===== src/rtl/ps2_pkg.sv =====
// Shared FSM encoding and scan-code byte constants for the PS/2 scan-code controller.
// Names the prefix bytes and the protocol bytes that never become key events.
package ps2_pkg;

    typedef enum logic [1:0] {
        IDLE = 2'd0,
        POP  = 2'd1,
        GAP  = 2'd2,
        EMIT = 2'd3
    } ps2_state_e;

    localparam logic [7:0] PS2_EXT = 8'hE0;
    localparam logic [7:0] PS2_BRK = 8'hF0;

    localparam logic [7:0] PS2_PAUSE = 8'hE1;
    localparam logic [7:0] PS2_BAT   = 8'hAA;
    localparam logic [7:0] PS2_ECHO  = 8'hEE;
    localparam logic [7:0] PS2_ACK   = 8'hFA;
    localparam logic [7:0] PS2_RESND = 8'hFE;
    localparam logic [7:0] PS2_ERR0  = 8'h00;
    localparam logic [7:0] PS2_ERR1  = 8'hFF;

    // Keyboard status/protocol bytes that carry no key identity.
    function automatic logic ps2_is_drop(input logic [7:0] b);
        logic d;
        d = 1'b0;
        case (b)
            PS2_PAUSE, PS2_BAT, PS2_ECHO, PS2_ACK,
            PS2_RESND, PS2_ERR0, PS2_ERR1: d = 1'b1;
            default:                        d = 1'b0;
        endcase
        return d;
    endfunction

endpackage


===== src/rtl/ps2_prefix_timer.sv =====
// Watchdog for a pending E0/F0 prefix: fires once after TIMEOUT_CYC running cycles.
// A clear (pop or nothing pending) restarts it from zero.
module ps2_prefix_timer #(
    parameter int unsigned TIMEOUT_CYC = 1_000_000
) (
    input  logic clk,
    input  logic clrn,
    input  logic run,
    input  logic clear,
    output logic expire
);

    localparam int unsigned TW = $clog2(TIMEOUT_CYC);
    localparam logic [TW-1:0] LAST = TW'(TIMEOUT_CYC - 1);

    logic [TW-1:0] timer;

    assign expire = run && !clear && (timer == LAST);

    always_ff @(posedge clk or negedge clrn) begin
        if (!clrn) begin
            timer <= '0;
        end else if (clear || expire) begin
            timer <= '0;
        end else if (run) begin
            timer <= timer + TW'(1);
        end
    end

endmodule


===== src/rtl/ps2_scancode_ctrl.sv =====
// Drains the PS/2 receiver FIFO one byte per pass, folds E0/F0 prefixes into key
// events, and presents them on a valid/ack port with held-key and press tracking.
module ps2_scancode_ctrl
    import ps2_pkg::*;
#(
    parameter int unsigned TIMEOUT_CYC = 1_000_000,
    parameter int unsigned CNT_W       = 8
) (
    input  logic             clk,
    input  logic             clrn,
    input  logic             ps2_ready,
    input  logic [7:0]       ps2_data,
    input  logic             ps2_overflow,
    output logic             ps2_nextdata_n,
    output logic             key_valid,
    input  logic             key_ack,
    output logic [7:0]       key_code,
    output logic             key_ext,
    output logic             key_break,
    output logic             key_repeat,
    output logic             key_held,
    output logic [CNT_W-1:0] key_count,
    output logic             err
);

    ps2_state_e state, state_nxt;

    logic [7:0] byte_r;
    logic       ext_p;
    logic       brk_p;
    logic [7:0] held_code;
    logic       held_ext;

    logic       byte_is_ext;
    logic       byte_is_brk;
    logic       byte_is_drop;
    logic       byte_is_event;
    logic       match_held;

    logic       tmr_run;
    logic       tmr_clear;
    logic       tmr_expire;

    // Byte classification of the latched FIFO head, consumed in GAP.
    always_comb begin
        byte_is_ext   = (byte_r == PS2_EXT);
        byte_is_brk   = (byte_r == PS2_BRK);
        byte_is_drop  = ps2_is_drop(byte_r);
        byte_is_event = !(byte_is_ext || byte_is_brk || byte_is_drop);
        match_held    = key_held && (byte_r == held_code) && (ext_p == held_ext);
    end

    always_comb begin
        state_nxt = state;
        case (state)
            IDLE: if (ps2_ready) state_nxt = POP;
            POP:  state_nxt = GAP;
            GAP:  state_nxt = byte_is_event ? EMIT : IDLE;
            EMIT: if (key_ack) state_nxt = IDLE;
            default: state_nxt = IDLE;
        endcase
    end

    always_ff @(posedge clk or negedge clrn) begin
        if (!clrn) begin
            state          <= IDLE;
            ps2_nextdata_n <= 1'b1;
        end else begin
            state          <= state_nxt;
            ps2_nextdata_n <= !(state_nxt == POP);
        end
    end

    assign tmr_run   = (state == IDLE) && (ext_p || brk_p);
    assign tmr_clear = (state == POP) || !(ext_p || brk_p);

    ps2_prefix_timer #(
        .TIMEOUT_CYC(TIMEOUT_CYC)
    ) u_prefix_timer (
        .clk    (clk),
        .clrn   (clrn),
        .run    (tmr_run),
        .clear  (tmr_clear),
        .expire (tmr_expire)
    );

    always_ff @(posedge clk or negedge clrn) begin
        if (!clrn) begin
            byte_r <= '0;
            ext_p  <= 1'b0;
            brk_p  <= 1'b0;
        end else begin
            if (state == POP) begin
                byte_r <= ps2_data;
            end
            if (tmr_expire) begin
                ext_p <= 1'b0;
                brk_p <= 1'b0;
            end else if (state == GAP) begin
                if (byte_is_ext) begin
                    ext_p <= 1'b1;
                end else if (byte_is_brk) begin
                    brk_p <= 1'b1;
                end else begin
                    ext_p <= 1'b0;
                    brk_p <= 1'b0;
                end
            end
        end
    end

    // Event outputs and held/count bookkeeping all update on the GAP cycle.
    always_ff @(posedge clk or negedge clrn) begin
        if (!clrn) begin
            key_valid  <= 1'b0;
            key_code   <= '0;
            key_ext    <= 1'b0;
            key_break  <= 1'b0;
            key_repeat <= 1'b0;
            key_held   <= 1'b0;
            key_count  <= '0;
            held_code  <= '0;
            held_ext   <= 1'b0;
        end else begin
            if (state == GAP && byte_is_event) begin
                key_valid <= 1'b1;
                key_code  <= byte_r;
                key_ext   <= ext_p;
                key_break <= brk_p;
                if (!brk_p) begin
                    if (match_held) begin
                        key_repeat <= 1'b1;
                    end else begin
                        key_repeat <= 1'b0;
                        key_count  <= key_count + CNT_W'(1);
                        held_code  <= byte_r;
                        held_ext   <= ext_p;
                        key_held   <= 1'b1;
                    end
                end else begin
                    key_repeat <= 1'b0;
                    if (match_held) begin
                        key_held <= 1'b0;
                    end
                end
            end else if (state == EMIT && key_ack) begin
                key_valid <= 1'b0;
            end
        end
    end

    always_ff @(posedge clk or negedge clrn) begin
        if (!clrn) begin
            err <= 1'b0;
        end else if (ps2_overflow || tmr_expire) begin
            err <= 1'b1;
        end
    end

endmodule

===== config.mk =====
export PLATFORM = sky130hd
export DESIGN_NAME = ps2_scancode_ctrl
export DESIGN_NICKNAME = d
export VERILOG_FILES = /design/src/rtl/ps2_pkg.sv /design/src/rtl/ps2_prefix_timer.sv /design/src/rtl/ps2_scancode_ctrl.sv
export SDC_FILE = /design/constraint.sdc
export NUM_CORES = 1
export LEC_CHECK = 0
export ABC_AREA = 1
export CORE_MARGIN = 2
export CORE_UTILIZATION = 57
export CTS_CLUSTER_SIZE = 30
export DETAILED_ROUTE_END_ITERATION = 12
export PLACE_DENSITY = 0.85
export RECOVER_POWER = 50
export REMOVE_ABC_BUFFERS = 1
export SETUP_SLACK_MARGIN = 0.5
export SLEW_MARGIN = 25
export SYNTH_ARGS = -nofsm -noshare
export SYNTH_HDL_FRONTEND = slang
export SYNTH_SLANG_ARGS = --single-unit

===== constraint.sdc =====
create_clock -name clk -period 2.5 [get_ports clk]
set_input_delay 0.5 -clock clk [delete_from_list [all_inputs] [get_ports clk]]
set_output_delay 0.5 -clock clk [all_outputs]
set_load 0.05 [all_outputs]

==> metrics.yaml <==
cts_tree: "yes"
p_comb_share_pct: 42.6
regToRegSetupSlack_ns: 0.55
first_pass_iters: 5
intPower_mw: 2.468
warnings: 26
yosys_area_um2: 3435
worstSkewPairLatency_ns: 0.35
place_congestion: 0.9479
maxCapViolCount: 1
tns_ns: 0
power_switching_mw: 2.073
synthFlopType: "dfrtp_1"
place_hpwl_mm: 5.248
clk_pin_slew_ns: 0.07
startpoint: "key_valid"
synth_flops: 64
top_power_group: "combinational cells"
dpl_cell_area_um2: 3810
drt_iter0_drc: 339
signal_buffers: 43
crit_fanout: 2
drt.antenna.violating_nets: 0
crit_path_end: "key_valid"
crit_buf_inv: 1
path_depth: 1
cp_top_family: "buffers and inverters"
coreArea_um2: 5886
tightestPinTransition_ns: 1.567
synthArstFlopShare_pct: 100.0
finalSetupViolCount: 0
status: "complete, but fails checks"
regArea_um2: 1604
pre_cts_ws_ns: 0.2935
pg_clk_mw: 1.01
met1_usage_pct: 31.29
syn_area_um2: 3435
seqPwrFrac_pct: 35.3
global_route.usage.met2_pct: 45.66
num-nonclk-inverters: 47
maxSlewViolCount: 65
finish.utilization_pct: 69.01
final-clk-cell-share_pct: 5.422
num-fill-cells: 481
p_leak_nw: 1.955
ios: 36
clk_path_buf_depth: 2
antenna_cells: 0
dr_wl_met2_mm: 4.195
drc: 0
ys_cells: 438
violations: "max-capacitance violations, max-slew violations"
yosys_warnings: 0
clockPowerShare_pct: 22.1
drt-met1-wl_mm: 3.342
cts_root_buf: "clkbuf_8"
finalHoldViolations: 0
reg2reg_to: "key_count[3]"
hold_end: "err"
comb_cells: 316
post_route_cells_drive_above_1_share_pct: 9.877
hold_depth: 2
peakVddDrop_uv: 693.6
worst_ep_arrival_time_ns: 1.48
postCtsSetupBuffers: 0
dp.cells: 539
flops: 64
top_layer: "met4"
final_cell_area_um2: 4061
grt_max_degree: 65
cts_buffers: 9
hp-class: "register to register"
yosys.area.top_type: "dfrtp_1"
core_util_floorplan_pct: 58.35
cts.repair.resized: 21
start_kind: "register"
-- cells in the final DEF, fill, tap and decap left out, types with 2 or more instances in the layout --
cell type / instances
nor2_2: 2
nor2_1: 56
nor3_1: 8
xor2_1: 10
dfrtp_1: 62
inv_1: 43
dlygate4sd2_1: 19
o21ai_1: 9
a21oi_1: 15
nand2_2: 2
buf_4: 7
xnor2_1: 5
o21ai_0: 10
bufinv_16: 2
nor2_4: 4
clkdlybuf4s50_1: 12
nand4_1: 32
ha_1: 3
nand3_1: 27
clkbuf_8: 10
inv_2: 4
o21bai_1: 2
clkbuf_1: 2
nand2_1: 120
clkinv_2: 3
-- cells by family after synthesis --
logic type	synth area share, %
compound gates	5.391
xor+xnor	3.825
fa+ha+maj	1.457
buf+inv	7.869
flops	46.67
mux	0.3278
simple gates	34.46
**Ports around the boundary**

The bar under the picture is 20 µm long. Pins as bars across the die edge, other pins in gray.
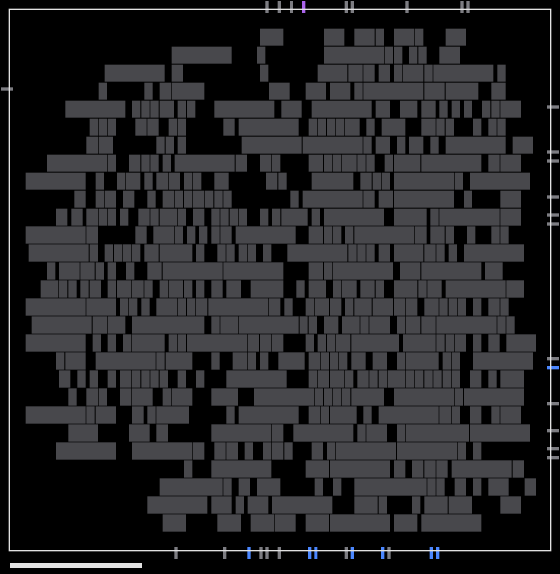
color	port	pins	direction	edge
blue	ps2_data	8	input	7 bottom, 1 right
purple	key_break	1	output	top
all pins by edge	14 bottom, 12 right, 9 top, 1 left
Chip Width: 81.63 µm
IO buf count: 35
Die Span Y: 81.63 µm

**Signal wires on met1**

The bar under the picture is 20 µm long.
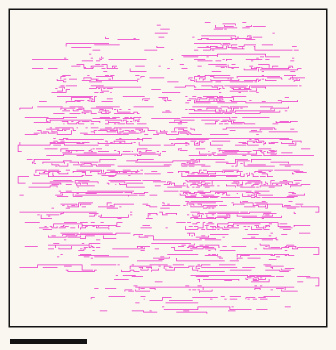
share of all routed wire	40%
nets with wire on the layer	456
wire length on this layer	3340 µm
longest straight run	40.9 µm
main direction	horizontal
routed wire length: 8.272 mm
vias after detailed routing: 3187

